==> config.mk <==
export PLATFORM = sky130hd
export DESIGN_NAME = program_loader
export DESIGN_NICKNAME = d
export VERILOG_FILES = /design/src/rtl/program_loader_pkg.sv /design/src/rtl/program_loader.sv
export SDC_FILE = /design/constraint.sdc
export NUM_CORES = 1
export LEC_CHECK = 0
export CORE_MARGIN = 4
export CORE_UTILIZATION = 48
export CTS_CLUSTER_DIAMETER = 40
export CTS_CLUSTER_SIZE = 14
export DETAILED_ROUTE_END_ITERATION = 6
export GPL_TIMING_DRIVEN = 0
export PLACE_DENSITY = 0.77
export REMOVE_ABC_BUFFERS = 1
export SYNTH_ARGS = -nofsm -noshare
export SYNTH_HDL_FRONTEND = slang
export SYNTH_SLANG_ARGS = --single-unit
==> constraint.sdc <==
create_clock -name i_clk -period 3 [get_ports i_clk]
set_input_delay 0.6 -clock i_clk [delete_from_list [all_inputs] [get_ports i_clk]]
set_output_delay 0.6 -clock i_clk [all_outputs]
set_load 0.01 [all_outputs]
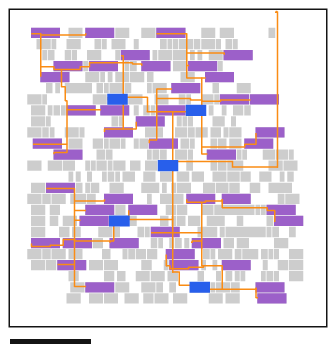
Figure 1: clock network drawn from the DEF.
The bar under the picture is 20 µm long.
[purple] flip-flops | count: 46
[orange] clock wires | length: 578 µm
[blue] clock drivers | count: 5
flops lie: widely spread
routed clock nets: 6
setup skew after layout: 8.22 ps
Skew-Pair Late Insertion Delay: 300 ps
clock-net power: 0.000391 W
part of the power in the clock network: 29.5%

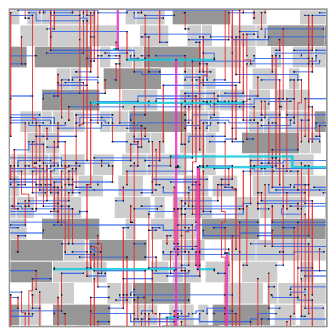
Figure 2: zoomed window.
Window x 19 to 59, y 19 to 59 µm. Cells in gray, sequential cells in the stronger gray; small squares are vias.
| color | layer |
|---|---|
| red | metal 2 |
| cyan | metal 3 |
| magenta | metal 4 |
| blue | metal 1 |
sequential cells in the window: 17
cells with their middle in the window: 141
most frequent: nand2_1 (19), dfxtp_1 (17)

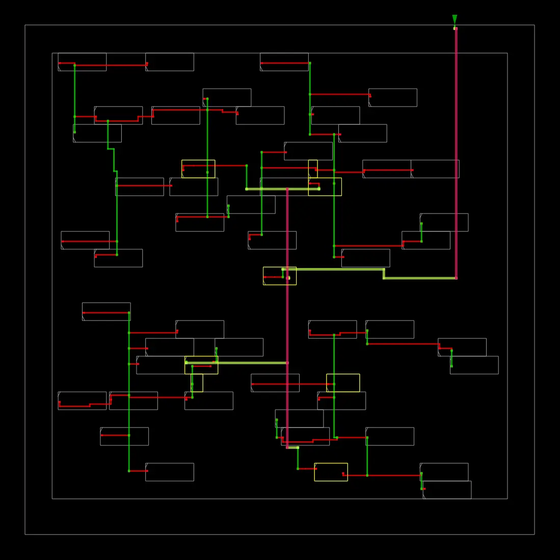
Figure 3: clock routing.
flip-flop and latch count: 46
number of clock buffer instances in the layout: 7
Sink Count: 46
TritonCTS Buffers: 5

==> out/qor.tcl <==
set qor(grtUsageTotal_pct) 18.8
set qor(syn_area_um2) 2330
set qor(synth_stat.cells) 284
set qor(portBuffers) 60
set qor(top_cells_by_area) {dfxtp_1 (39%), nand2_1 (9.8%), a21oi_1 (6.9%)}
set qor(layout_net_count) 370
set qor(ios) 61
set qor(ctsHoldBuffers) 0
set qor(dpl_cell_area_um2) 2940
set qor(finish.cell_count_without_fillers) 400
set qor(post_route_cells_drive_above_1_share_pct) 6.01
set qor(drtPass1Iterations) 4
set qor(floorplanUtilization_pct) 49.4
set qor(crit_path_start_kind) {flip-flop}
set qor(whs_ps) 459
set qor(edf_count) 0
set qor(route.vias.total) 2096
set qor(yosysChipArea_um2) 2330
set qor(synth-seq-area-share_pct) 39.5
set qor(synth-async-reset-ratio_pct) 0
set qor(worstHoldPathType) {reg -> reg}
set qor(initial_antenna_violation_count) 0
set qor(layout_worst_path_cycle_share_pct) 90.1
set qor(synthXorXnorAreaFrac_pct) 7.94
set qor(max-cap-violations) 0
set qor(fin_crit_ps) 2700
set qor(critical_path_arrival_ps) 2930
set qor(critical_path.max_fanout) 6
set qor(finish.instance_area_um2) 3040
set qor(netlist_logic_family_top) {simple AND/OR/NAND/NOR gates}
set qor(power_per_cell_area_nw_per_um2) 436
set qor(hold_violations) 0
set qor(area_delta_synth_final_pct) 30.2
set qor(setup_total_negative_slack_ps) 0
set qor(clockRootBuffer) {clkbuf_8}
set qor(timing.fmax_mhz) 370
set qor(ys_sh_mux_pct) 3.43
set qor(power_frac_seq_pct) 50.4
set qor(place.gp.congestion) 0.782
set qor(setup_viol) 0
set qor(cts_tree) {yes}
set qor(floorplan.rows) 25
set qor(fp.dieArea_um2) 6040
set qor(common_cells) {nand2_1 (61), dfxtp_1 (46), a21oi_1 (32)}
set qor(maxSlewViolCount) 0
set qor(run_status) {finished, final reports clean}
set qor(rsz0062_at_grt) {no}
set qor(dr.first_iter.drc_count) 74
set qor(warning_count) 25
set qor(wl_um) 5380
set qor(most_common_cell) {nand2_1}
set qor(first_global_vias) 2065
set qor(comb_power_w) 0.000267
timing repair:
action                     4_1_cts  5_1_grt
resized                          0        3
setup buffers                    0        0
setup endpoints to repair        0       18
per-stage QoR:
step	setup WS [ps]	total power (W)	utilization (%)
2_1_floorplan	563	0.000829	-
3_3_place_gp	-268	0.000941	62.4
4_1_cts	101	0.00134	64.2
6_report	298	0.00133	64.3
3_5_place_dp	-207	0.000946	62.3
5_1_grt	146	0.00139	64.3
metal layers:
layer	vias up	track usage (%)	routed length [µm]
li1	1075	-	-
met1	971	23.7	2450
met2	38	30.4	2610
met3	12	4.64	194
met4	0	8.19	123
met5	-	0	0
layout by cell type (no fill, tap or decap), types with 2 or more instances in the layout:
master,n
nand2_1,61
xor2_1,9
or4b_2,2
clkbuf_8,6
xnor2_1,9
nand2b_1,8
or4_1,4
nor3_1,8
o2111ai_1,2
a21oi_1,32
o21ai_0,4
mux2i_1,8
nor2_1,14
dfxtp_1,46
o31ai_1,2
inv_1,8
ha_1,3
o211ai_1,5
nor4b_1,2
nand3b_1,11
clkdlybuf4s50_1,59
or3_1,2
layout make-up:
type                       instances  area [µm²]  share of cell area [%]
multi-input combinational        211        1320                    43.4
sequential                        46         921                    30.3
timing repair buffer              60         596                    19.6
clock buffer                       7        86.3                    2.84
tap                               67        83.8                    2.76
inverter                           8        30.0                   0.988
clock inverter                     1        5.00                   0.165
critical path, stage by stage, from the launching register on:
cell,delay [ps]
dfxtp_1,360
inv_1,90
ha_1,170
or3b_4,400
or4_1,530
a2111oi_4,400
o41ai_2,220
nor2_4,240
mux2i_1,210
Power figures rest on the tool's default switching activity, not on a simulated workload.
